[config.mk]
export PLATFORM = sky130hd
export DESIGN_NAME = inst_fetch
export DESIGN_NICKNAME = d
export VERILOG_FILES = /design/src/rtl/inst_fetch_pkg.sv /design/src/rtl/inst_fetch_pc_lut.sv /design/src/rtl/inst_fetch.sv
export SDC_FILE = /design/constraint.sdc
export NUM_CORES = 1
export LEC_CHECK = 0
export ABC_AREA = 1
export CAP_MARGIN = 20
export CORE_MARGIN = 2
export CORE_UTILIZATION = 53
export CTS_BUF_LIST = sky130_fd_sc_hd__clkbuf_4
export DETAILED_ROUTE_END_ITERATION = 12
export PLACE_DENSITY = 0.89
export SLEW_MARGIN = 20
export SYNTH_ARGS = -nofsm -noshare
export SYNTH_HDL_FRONTEND = slang
export SYNTH_SLANG_ARGS = --single-unit
[constraint.sdc]
create_clock -name Clk -period 3.1 [get_ports Clk]
set_input_delay 0.62 -clock Clk [delete_from_list [all_inputs] [get_ports Clk]]
set_output_delay 0.62 -clock Clk [all_outputs]
set_load 0.03 [all_outputs]
[src/rtl/inst_fetch_pkg.sv]
// Shared definitions for the fetch sequencer: FSM states, PC width and the
// absolute branch target table indexed by the decoder's PCTarg field.
package inst_fetch_pkg;

    typedef enum logic [1:0] {
        IDLE = 2'd0,
        ARM  = 2'd1,
        RUN  = 2'd2,
        HALT = 2'd3
    } fetch_state_t;

    localparam int PC_W = 10;

    localparam logic [PC_W-1:0] BRANCH_TARGETS [16] = '{
        10'd0,   10'd16,  10'd48,  10'd100,
        10'd200, 10'd300, 10'd400, 10'd500,
        10'd600, 10'd700, 10'd800, 10'd900,
        10'd1000, 10'd1020, 10'd1023, 10'd37
    };

endpackage

[src/rtl/inst_fetch_pc_lut.sv]
// Combinational branch target lookup: maps the 4-bit PCTarg index onto a
// full absolute program address.
module pc_lut
    import inst_fetch_pkg::*;
#(
    parameter int PW = PC_W
) (
    input  logic [3:0]    PCTarg,
    output logic [PW-1:0] Target
);

    // Direct table read, no registering so the jump lands with no delay slot.
    always_comb begin
        Target = PW'(BRANCH_TARGETS[PCTarg]);
    end

endmodule

[src/rtl/inst_fetch.sv]
// Program counter and fetch sequencer (IDLE/ARM/RUN/HALT) with Start/Done
// harness handshake. Optional RUN-cycle counter under INST_FETCH_CYCLE_CNT_EN.
module inst_fetch
    import inst_fetch_pkg::*;
#(
    parameter int PW = PC_W
) (
    input  logic          Clk,
    input  logic          Reset,
    input  logic          Start,
    input  logic          Branch,
    input  logic [3:0]    PCTarg,
    input  logic          Ack,
    output logic [PW-1:0] ProgCtr,
    output logic          Running,
    output logic          Done,
    output logic [15:0]   CycleCnt
);

    fetch_state_t  state_r, state_nxt_s;
    logic [PW-1:0] pc_r, pc_nxt_s;
    logic [PW-1:0] target_s;
    logic          done_r, done_nxt_s;
    logic          running_r;

    pc_lut #(.PW(PW)) u_pc_lut (
        .PCTarg (PCTarg),
        .Target (target_s)
    );

    // Next-state, next-PC and Done; Start outranks Ack, which outranks Branch.
    always_comb begin
        state_nxt_s = state_r;
        pc_nxt_s    = pc_r;
        done_nxt_s  = done_r;
        case (state_r)
            IDLE: begin
                pc_nxt_s = {PW{1'b0}};
                if (Start) begin
                    state_nxt_s = ARM;
                end else begin
                    state_nxt_s = IDLE;
                end
            end
            ARM: begin
                pc_nxt_s   = {PW{1'b0}};
                done_nxt_s = 1'b0;
                if (Start) begin
                    state_nxt_s = ARM;
                end else begin
                    state_nxt_s = RUN;
                end
            end
            RUN: begin
                if (Start) begin
                    state_nxt_s = ARM;
                    pc_nxt_s    = {PW{1'b0}};
                    done_nxt_s  = 1'b0;
                end else if (Ack) begin
                    state_nxt_s = HALT;
                    done_nxt_s  = 1'b1;
                end else if (Branch) begin
                    pc_nxt_s = target_s;
                end else begin
                    pc_nxt_s = pc_r + {{(PW-1){1'b0}}, 1'b1};
                end
            end
            HALT: begin
                if (Start) begin
                    state_nxt_s = ARM;
                    pc_nxt_s    = {PW{1'b0}};
                    done_nxt_s  = 1'b0;
                end else begin
                    state_nxt_s = HALT;
                end
            end
            default: begin
                state_nxt_s = IDLE;
                pc_nxt_s    = {PW{1'b0}};
                done_nxt_s  = 1'b0;
            end
        endcase
    end

    // State, PC and status registers; Running is registered from the next state.
    always_ff @(posedge Clk or negedge Reset) begin
        if (!Reset) begin
            state_r   <= IDLE;
            pc_r      <= {PW{1'b0}};
            done_r    <= 1'b0;
            running_r <= 1'b0;
        end else begin
            state_r   <= state_nxt_s;
            pc_r      <= pc_nxt_s;
            done_r    <= done_nxt_s;
            running_r <= (state_nxt_s == RUN);
        end
    end

    assign ProgCtr = pc_r;
    assign Running = running_r;
    assign Done    = done_r;

`ifdef INST_FETCH_CYCLE_CNT_EN
    logic [15:0] cnt_r, cnt_nxt_s;

    // Saturating count of edges spent in RUN, cleared whenever ARM is entered.
    always_comb begin
        cnt_nxt_s = cnt_r;
        if (state_nxt_s == ARM) begin
            cnt_nxt_s = 16'h0000;
        end else if ((state_r == RUN) && (cnt_r != 16'hFFFF)) begin
            cnt_nxt_s = cnt_r + 16'h0001;
        end else begin
            cnt_nxt_s = cnt_r;
        end
    end

    // Cycle counter register.
    always_ff @(posedge Clk or negedge Reset) begin
        if (!Reset) begin
            cnt_r <= 16'h0000;
        end else begin
            cnt_r <= cnt_nxt_s;
        end
    end

    assign CycleCnt = cnt_r;
`else
    assign CycleCnt = 16'h0000;
`endif

endmodule
Fig. 1: run 1, sizing map
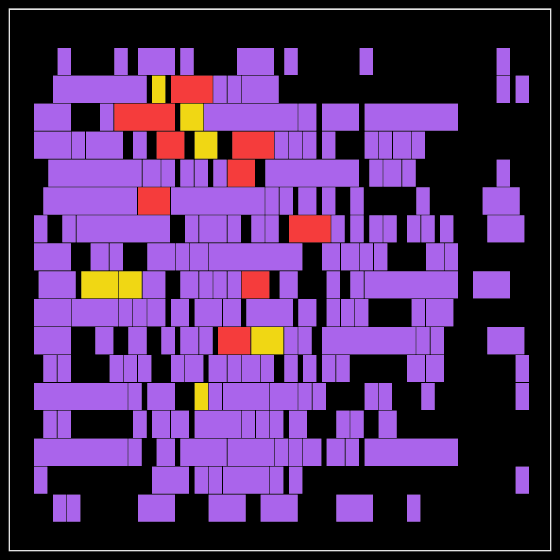
size	colour	cells	share	most used
_2 cells	yellow	7	3.4%	nand2_2
_3 and _4 cells	red	9	4.4%	clkbuf_4
_0 and _1 cells	purple	188	92%	nand2_1
Final WS setup: 1000 ps
fin area: 0.00142 sq mm
Non-CTS buffers: 20
area delta synth->final: 13.7%

Fig. 2: run 1, the metal 1 layer
Cells faint in the background.
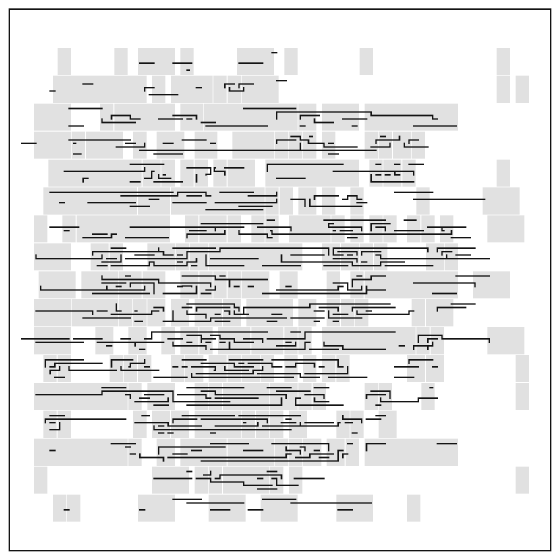
share of all routed wire	44%
wire length on this layer	1,180 microns
main direction	horizontal
longest straight run	23.0 microns
nets with wire on the layer	180
routed wire length: 2680 microns
met1 Use GR: 27.0%
Vias: 1,165

Fig. 3: run 1, track usage over the die
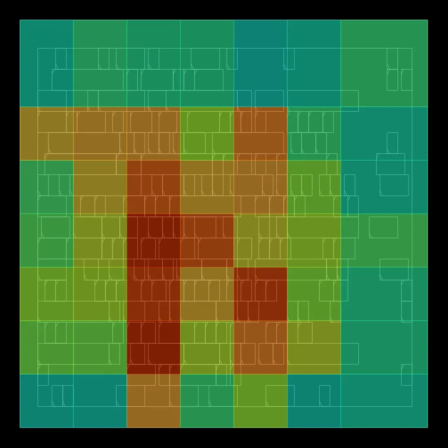
met2 usage: 39.8%
M3 GR Usage: 4.29%
DR WL/cell: 11.6 microns
end-of-flow core utilization: 63.8%

Fig. 4: run 1, signal wires on met2
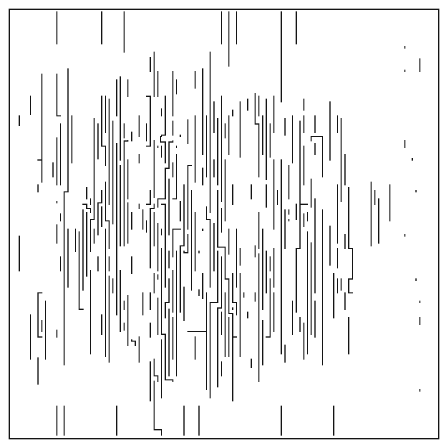
nets with wire on the layer	172
longest straight run	23.8 microns

==> flow_summary_export.csv, run 1 <==
group,metric,value,unit
run_status,status,"complete, no violations",
synthesis,seq_area_frac_synth,28.0,%
sta,tns,0,ps
synthesis,syn_area,0.00125,sq mm
worst_setup_path,cp-start-kind,"flip-flop",
clock_tree,clock_sinks,14,
synthesis,yosys-top-cells-area,"dfrtp_1 28%, nand2_1 17%, buf_4 11%, ha_1 7.0%, nand3_1 6.8%",
synthesis,netlist_instances,184,
clock_tree,cts_setup_buffers,0,
layout,antenna_cells,0,
clock_tree,cts_tree,"done",
synthesis,postSynthRegisterBits,14,
placement,post-dp-hpwl,1980,microns
synthesis,synth-compound-area-share,7.69,%
power_and_ir_drop,powerComb,113,uW
global_route,top_usage_layer,"met2",
layout,num-multi-input-gates,145,
synthesis,ff_type,"dfrtp_1",
layout,seqCellArea,350,sq um
worst_setup_path,r2r_start,"ProgCtr[0]",
power_and_ir_drop,sequentialPowerShare,46.1,%
job,warnings,31,
routing,drt_iter0_markers,46,
routing,top_layer,"met4",
placement,place_area,0.00140,sq mm
clock_tree,clk_latency,290,ps
global_route,grt_pass1_wl,4590,microns
worst_setup_path,max_stage_delay,720,ps
worst_hold_path,holdPathStages,2,
Fig. 5: run 1, placement density heat map
Scale bar: 20 microns. 11 x 11 tiles, from dark blue (low) to red (high), 0 to 100% covered.
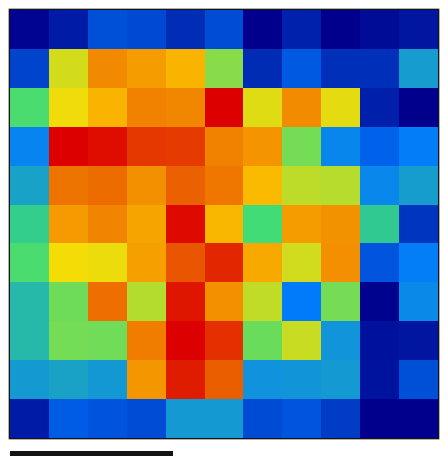

## Run 2: what changed since run 1
--- a/config.mk
+++ b/config.mk
@@ -8,10 +8,10 @@
 export ABC_AREA = 1
 export CAP_MARGIN = 20
 export CORE_MARGIN = 2
-export CORE_UTILIZATION = 53
+export CORE_UTILIZATION = 44
 export CTS_BUF_LIST = sky130_fd_sc_hd__clkbuf_4
 export DETAILED_ROUTE_END_ITERATION = 12
-export PLACE_DENSITY = 0.89
+export PLACE_DENSITY = 0.79
 export SLEW_MARGIN = 20
 export SYNTH_ARGS = -nofsm -noshare
 export SYNTH_HDL_FRONTEND = slang
==> constraint.sdc (replaced) <==
create_clock -name Clk -period 1.9 [get_ports Clk]
set_input_delay 0.38 -clock Clk [delete_from_list [all_inputs] [get_ports Clk]]
set_output_delay 0.38 -clock Clk [all_outputs]
set_load 0.03 [all_outputs]
Fig. 6: run 2, placement density heat map
Scale bar: 20 microns. 11 x 11 tiles, from dark blue (low) to red (high), 0 to 100% covered.
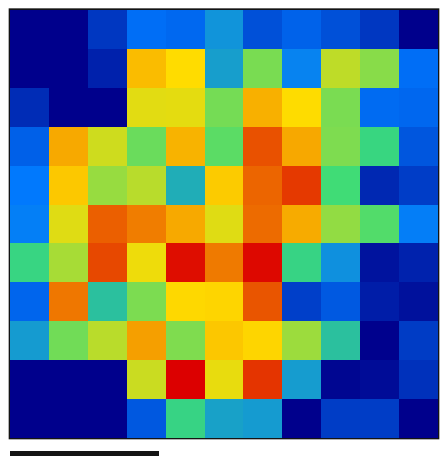
tiles over 75% full	23%
mean over tiles	44%
densest ninth of the die	centre
emptiest ninth of the die	lower right
Core ar.: 0.00273 sq mm
end-of-flow core utilization: 54.0%
Core Util at FP: 45.8%

==> run 2 against run 1 <==
  * Design area rose by 3.7%
  * Hold slack got worse by 92 ps
  * Clock power rose by 52%
  * Register-to-register slack got worse by 1200 ps
  * Setup slack got worse by 920 ps
  * Sequential power rose by 63%
  * Count of clock-buffer cells in the layout did not move
  * Non-clock buffer count rose by 7
  * Clock skew barely moved
  * Utilization fell by 9.7 points
  * First-iteration DRC count fell by 37%
  * Critical path type unchanged
  * Critical endpoint unchanged
  * Largest cell class unchanged
==> flow_summary_export.csv, run 2 <==
group,metric,value,unit
run_status,status,"complete, no violations",
routing,routed_wl,2470,microns
job,warnings,31,
global_route,met2_usage,24.2,%
synthesis,synth-compound-area-share,7.69,%
layout,signal_buffers,27,
worst_setup_path,cp-start-kind,"flip-flop",
layout,clk_share,1.53,%
sta,tns,0,ps
layout,seqCellArea,350,sq um
power_and_ir_drop,powerComb,189,uW
layout,area_growth,17.9,%
clock_tree,cts_tree,"done",
layout,design_area,0.00148,sq mm
synthesis,yosys-top-cells-area,"dfrtp_1 28%, nand2_1 17%, buf_4 11%, ha_1 7.0%, nand3_1 6.8%",
sta,fin_ws,75.1,ps
clock_tree,clk_latency,290,ps
clock_tree,clock_sinks,14,
routing,top_layer,"met4",
synthesis,seq_area_frac_synth,28.0,%
worst_setup_path,max_stage_delay,710,ps
global_route,grt_max_degree,15,
layout,num-multi-input-gates,145,
global_route,use_met1,22.6,%
synthesis,syn_area,0.00125,sq mm
synthesis,postSynthRegisterBits,14,
worst_setup_path,r2r_start,"ProgCtr[0]",
layout,antenna_cells,0,
routing,num_vias,1145,
placement,post-dp-hpwl,1960,microns
synthesis,ff_type,"dfrtp_1",
global_route,grt_pass1_wl,4200,microns
power_and_ir_drop,sequentialPowerShare,46.5,%
Power figures rest on the tool's default switching activity, not on a simulated workload.
